## src/rtl/sweep_pkg.sv

```systemverilog
// Shared types and constants for the truth-table sweeper.
package sweep_pkg;

  localparam int unsigned CNT_W = 8;

  typedef enum logic [1:0] {
    StIdle   = 2'd0,
    StApply  = 2'd1,
    StSample = 2'd2,
    StDone   = 2'd3
  } sweep_state_t;

endpackage

```

## src/rtl/sweep_settle_timer.sv

```systemverilog
// Settle counter: counts cycles a vector has been applied; expire_o flags the last settle cycle.
module sweep_settle_timer
  import sweep_pkg::*;
#(
  parameter int unsigned SETTLE_CYCLES = 4
) (
  input  logic clk,
  input  logic rst_n,
  input  logic clear_i,
  input  logic enable_i,
  output logic expire_o
);

  localparam logic [CNT_W-1:0] CntLast = CNT_W'(SETTLE_CYCLES - 1);

  logic [CNT_W-1:0] cnt_q, cnt_d;

  always_comb begin
    cnt_d = cnt_q;
    if (clear_i) begin
      cnt_d = '0;
    end else if (enable_i) begin
      cnt_d = cnt_q + 1'b1;
    end
  end

  always_ff @(posedge clk or negedge rst_n) begin
    if (!rst_n) begin
      cnt_q <= '0;
    end else begin
      cnt_q <= cnt_d;
    end
  end

  assign expire_o = (cnt_q == CntLast);

endmodule

```

## src/rtl/truth_table_sweeper.sv

```systemverilog
// Sweeps every input vector of a combinational gate, captures its truth table and compares it
// against a reference word latched when the sweep starts.
module truth_table_sweeper
  import sweep_pkg::*;
#(
  parameter int unsigned N_IN          = 3,
  parameter int unsigned SETTLE_CYCLES = 4,
  localparam int unsigned TT_W         = 2 ** N_IN
) (
  input  logic            clk,
  input  logic            rst_n,
  input  logic            start,
  input  logic            abort,
  input  logic [TT_W-1:0] expected,
  output logic [N_IN-1:0] dut_in,
  input  logic            dut_out,
  output logic            busy,
  output logic            done,
  output logic [TT_W-1:0] tt,
  output logic            match,
  output logic [TT_W-1:0] mismatch_mask
);

  localparam logic [N_IN:0] IdxLast = (N_IN + 1)'(TT_W - 1);

  sweep_state_t    state_q, state_d;
  logic [TT_W-1:0] exp_q, exp_d;
  logic [TT_W-1:0] tt_q, tt_d;
  logic [TT_W-1:0] mask_q, mask_d;
  logic [N_IN:0]   idx_q, idx_d;
  logic [N_IN-1:0] dut_in_q, dut_in_d;
  logic            match_q, match_d;
  logic            busy_q, done_q;
  logic            timer_clr, timer_en, timer_expire;

  sweep_settle_timer #(
    .SETTLE_CYCLES (SETTLE_CYCLES)
  ) u_timer (
    .clk      (clk),
    .rst_n    (rst_n),
    .clear_i  (timer_clr),
    .enable_i (timer_en),
    .expire_o (timer_expire)
  );

  always_comb begin
    state_d   = state_q;
    exp_d     = exp_q;
    tt_d      = tt_q;
    mask_d    = mask_q;
    idx_d     = idx_q;
    dut_in_d  = dut_in_q;
    match_d   = match_q;
    timer_clr = 1'b1;
    timer_en  = 1'b0;
    unique case (state_q)
      StIdle: begin
        if (start && !abort) begin
          state_d  = StApply;
          exp_d    = expected;
          tt_d     = '0;
          mask_d   = '0;
          match_d  = 1'b0;
          idx_d    = '0;
          dut_in_d = '0;
        end
      end
      StApply: begin
        timer_clr = 1'b0;
        timer_en  = 1'b1;
        if (abort) begin
          state_d = StIdle;
        end else if (timer_expire) begin
          state_d = StSample;
        end
      end
      StSample: begin
        // The vector on the sample edge is captured even when the sweep is aborted there.
        tt_d[idx_q[N_IN-1:0]] = dut_out;
        if (abort) begin
          state_d = StIdle;
        end else if (idx_q == IdxLast) begin
          state_d = StDone;
          match_d = (tt_d == exp_q);
          mask_d  = tt_d ^ exp_q;
        end else begin
          state_d  = StApply;
          idx_d    = idx_q + 1'b1;
          dut_in_d = dut_in_q + 1'b1;
        end
      end
      StDone: begin
        state_d = StIdle;
      end
      default: begin
        state_d = StIdle;
      end
    endcase
  end

  always_ff @(posedge clk or negedge rst_n) begin
    if (!rst_n) begin
      state_q  <= StIdle;
      exp_q    <= '0;
      tt_q     <= '0;
      mask_q   <= '0;
      idx_q    <= '0;
      dut_in_q <= '0;
      match_q  <= 1'b0;
      busy_q   <= 1'b0;
      done_q   <= 1'b0;
    end else begin
      state_q  <= state_d;
      exp_q    <= exp_d;
      tt_q     <= tt_d;
      mask_q   <= mask_d;
      idx_q    <= idx_d;
      dut_in_q <= dut_in_d;
      match_q  <= match_d;
      busy_q   <= (state_d == StApply) || (state_d == StSample);
      done_q   <= (state_d == StDone);
    end
  end

  assign dut_in        = dut_in_q;
  assign busy          = busy_q;
  assign done          = done_q;
  assign tt            = tt_q;
  assign match         = match_q;
  assign mismatch_mask = mask_q;

endmodule

```

## config.mk

```make
export PLATFORM = sky130hd
export DESIGN_NAME = truth_table_sweeper
export DESIGN_NICKNAME = d
export VERILOG_FILES = /design/src/rtl/sweep_pkg.sv /design/src/rtl/sweep_settle_timer.sv /design/src/rtl/truth_table_sweeper.sv
export SDC_FILE = /design/constraint.sdc
export NUM_CORES = 1
export LEC_CHECK = 0
export CAP_MARGIN = 20
export CORE_ASPECT_RATIO = 1.75
export CORE_MARGIN = 10
export CORE_UTILIZATION = 40
export CTS_BUF_LIST = sky130_fd_sc_hd__clkbuf_8
export CTS_CLUSTER_SIZE = 16
export DETAILED_ROUTE_END_ITERATION = 7
export DONT_BUFFER_PORTS = 1
export SLEW_MARGIN = 20
export SYNTH_ARGS = -nofsm -noshare
export SYNTH_HDL_FRONTEND = slang
export SYNTH_SLANG_ARGS = --single-unit
```

## constraint.sdc

```tcl
create_clock -name clk -period 1.5 [get_ports clk]
set_input_delay 0.3 -clock clk [delete_from_list [all_inputs] [get_ports clk]]
set_output_delay 0.3 -clock clk [all_outputs]
set_load 0.01 [all_outputs]
```

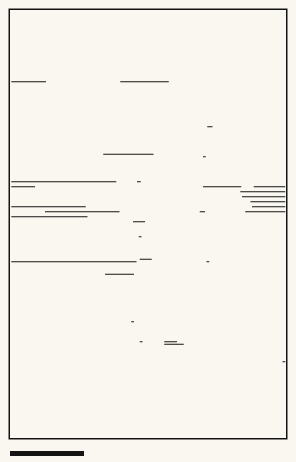
Figure 1: run 1, M3 wires.
Scale bar: 20 um.
share of all routed wire = 4.5%
longest straight run = 33.8 um
main direction = horizontal
wire length on this layer = 261 um
nets with wire on the layer = 20
M3 GR Usage: 3.486%
Total Wirelength: 5.796 mm
via count: 1640

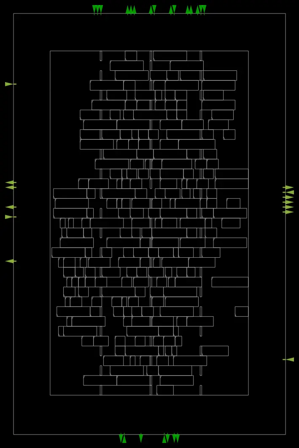
Figure 2: run 1, placed standard cells.
Seq/total area: 36.62%
Core Rows: 35
Util after Layout: 57.77%

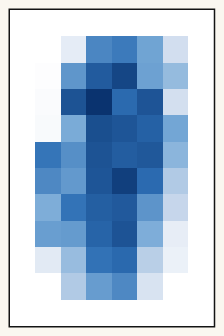
Figure 3: run 1, cell density map.
The die is cut into 8 by 12 equal tiles; white is low, dark blue is high, 0 to 100% covered.
nearly empty tiles = 42%
densest ninth of the die = centre
mean over tiles = 34%
fullest tile = 99%
emptiest ninth of the die = lower right
tiles over 75% full = 21%
core region area: 5211 sq um
Initial Util: 40.79%

==> flow_summary.toml, run 1 <==
# flow metrics
[die]
num_tap_cells = 55
die.size.x_um = 75.11
die_height_um = 116.4

[worst_setup_path]
critPathMaxFanout = 7
crit_type = "register to register"
path_buffers = 1
path_cells = "buf_12, nor3b_4, mux2i_1, xnor2_1, nor4_2, a32o_1"
crit_slowest_cell = "dfrtp_1"
startpoint = "idx_q[0]"
reg2reg_to = "match"
reg2reg_depth = 6
r2r_setup_slack_ns = -0.23
crit_path_end = "match"
required_ns = 1.74
cp_top_family = "simple AND/OR/NAND/NOR gates"
max_stage_delay_ns = 0.41
critical_path_depth = 6

[sta]
worst_pin_slew_ns = 0.3700
period_minus_slack_ns = 1.733
fin_skew_ns = 0.01356
setup_ws_ns = -0.2331
hold_viol_final = 0
rsz0062_at_grt = "true"
setup_viol = 25

[logic_synthesis]
synth-seq-cells = 44
ys_top_cells_by_area = "dfrtp_1 52%, a22o_1 5.8%, mux2_2 4.2%"
synth.avg_cell_area_sq_um = 11.68
common_cells = "44 x dfrtp_1, 14 x a22o_1, 11 x nor2_1"
top_cell_area_share_pct = 51.80
syn-cell-area_sq_um = 2126
synth_cells = 182
postSynthSeqShare_pct = 51.80
synth-area-yosys_sq_um = 2126
yosys_cells = 182
yosysMostFrequentCell = "dfrtp_1"
edf_count = 0

[power]
p_clk_uw = 769
pwr-share-clk_pct = 30.2
p_leak_uw = 0.001394
p_sw_uw = 683.3
maxPowerGroup = "sequential cells"
power.share.switching_pct = 26.80
peakVddDrop_mv = 0.5534

[clock_network]
cts_root_buf = "clkbuf_8"
htreeDepth = 2
cts.path.max_buffers = 2
ctsResizeCount = 32
clock_sinks = 44
cts.clk_slew.worst_paths_ns = 0.09

[hold_path]
min_path_type = "primary input to register"
min_from = "abort"
holdPathStages = 1

[cells_and_area]
buffer_area_share_pct = 17.58
layoutNonFillerInstCount = 293
buffers = 56
nClkBuffers = 5
fin_area_sq_um = 3010
area.sequential_sq_um = 1102
layout_top_cells = "43 x dfrtp_1, 43 x buf_4, 14 x a22o_1"
largest_cell_class = "multi-input combinational cells"
logic_gate_count = 125
comb_area_sq_um = 1199

[global_routing]
grt_pass1_vias = 1719
grt_use_met2_pct = 24.89
antenna_found_initial = 0
grt.overflow.total = 0
track_usage_pct = 13.59
busiest_layer = "met2"
grt_max_degree = 45

[run_status]
status = "finished with violations"
failed_checks = "negative setup slack"

[detailed_routing]
drt_pass1_iterations = 4
drt_drc_violations_left = 0
viasPerCell = 5.597
drtAntennaViolNets = 0

[run]
maxCapViolCount = 0
## run 1: state kept, by name, indices dropped and copies added, names as in the netlist
signal         flops
done               1
busy               1
dut_in             3
mismatch_mask      8
exp_q              8
u_timer.cnt_q      8
match              1
tt                 8
state_q            2
idx_q              4
## run 1: logic make-up (layout without fill, tap and decap cells)
family | Yosys count | after routing | share of synthesized area (%)
simple gates | 50 | 50 | 15.54
xor+xnor | 14 | 14 | 5.768
mux | 16 | 16 | 8.005
buf+inv | 13 | 69 | 3.355
fa+ha+maj | 4 | 4 | 2.354
compound gates | 41 | 41 | 13.18
flops | 44 | 44 | 51.80
## run 1: routing by layer
metal  up-vias  wire (um)  part of all wire [%]
met1       828       2021                    35
met2        34       3343                    58
met5         -          0                     0
met3        14        260                   4.5
met4         0        170                   2.9
li1        764          -                     -
==> inputs of run 2 (changes only) <==
- CORE_MARGIN: 10 -> unset
- RECOVER_POWER: unset -> 50
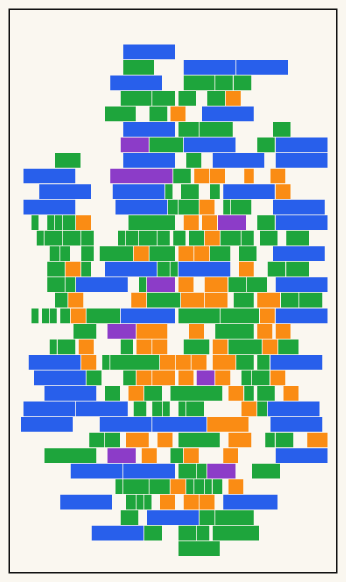
Figure 4: run 2, cells coloured by class.
orange -> remaining buffers and delay cells  # cells 62, share of their area 18%
green -> remaining logic cells  # cells 130, share of their area 40%
purple -> clock drivers and dummy loads  # cells 8, share of their area 4.2%
blue -> registers  # cells 44, share of their area 38%
core region area: 5020 sq um
Core Rows: 34
final instance area: 2989 sq um
Util after Layout: 59.55%
Seq/total area: 36.96%

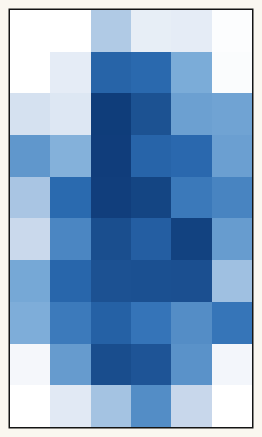
Figure 5: run 2, cell density map.
The die is cut into 6 by 10 equal tiles; white is low, dark blue is high, 0 to 100% covered.
fullest tile = 95%
nearly empty tiles = 10%
tiles over 75% full = 33%
densest ninth of the die = centre

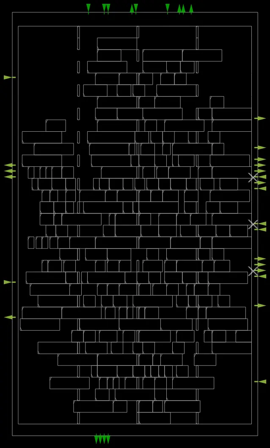
Figure 6: run 2, placed standard cells.
post-route insts no fill: 298
num sequential: 44

==> flow_summary.toml, run 2 <==
# flow metrics
[logic_synthesis]
edf_count = 0
synth.avg_cell_area_sq_um = 11.68
yosys_cells = 182
common_cells = "44 x dfrtp_1, 14 x a22o_1, 11 x nor2_1"
syn-cell-area_sq_um = 2126
synth-area-yosys_sq_um = 2126
yosysMostFrequentCell = "dfrtp_1"
synth-seq-cells = 44

[sta]
hold_viol_final = 0
period_minus_slack_ns = 1.751
rsz0062_at_grt = "true"
setup_viol = 12
fin_skew_ns = 0.01295
setup_ws_ns = -0.2509

[cells_and_area]
area.sequential_sq_um = 1105
logic_gate_count = 125
comb_area_sq_um = 1161
largest_cell_class = "multi-input combinational cells"

[detailed_routing]
vias = 1654
drt_drc_violations_left = 6
drt_wl_total_mm = 5.506

[global_routing]
grt_max_degree = 45
grt.overflow.total = 0
grt_pass1_vias = 1846

[clock_network]
cts.path.max_buffers = 2
clock_sinks = 44
cts_root_buf = "clkbuf_8"
ctsResizeCount = 22
cts.clk_slew.worst_paths_ns = 0.09

[run_status]
status = "finished with violations"
failed_checks = "design-rule violations, negative setup slack"

[worst_setup_path]
crit_type = "register to register"
reg2reg_to = "match"
critPathMaxFanout = 4
crit_path_end = "match"
required_ns = 1.71
critical_path_depth = 7
max_stage_delay_ns = 0.46
crit_slowest_cell = "dfrtp_2"

[power]
p_leak_uw = 0.001416
maxPowerGroup = "sequential cells"
power.share.switching_pct = 24.49
pwr-share-clk_pct = 36.5

[hold_path]
min_from = "abort"
min_path_type = "primary input to register"

[die]
die.size.x_um = 57.11
die_height_um = 98.44
[run 2: cell counts after synthesis]
No cell type changed its count.
[run 2: metrics by stage]
stage	util [%]	hold WS [ns]
6_report	59.55	0.08188
5_1_grt	59.55	0.05997
4_1_cts	56.66	0.07722
3_5_place_dp	49.75	0.005322
3_3_place_gp	49.75	0.005514
2_1_floorplan	-	0.004409
[run 2: logic make-up after synthesis]
family	share of synthesized area, %
mux	8.005
simple gates	15.54
buf+inv	3.355
flops	51.80
fa+ha+maj	2.354
compound gates	13.18
xor+xnor	5.768
[run 2: per-layer routing]
layer	vias up	routed length [um]	part of all wire, %	track usage [%]
met4	0	189	3.4	12.38
li1	772	-	-	-
met1	807	1901	35	19.79
met2	59	3071	56	38.10
met3	16	343	6.2	6.562
met5	-	0	0	0
Power is estimated from default activity; no workload was simulated.
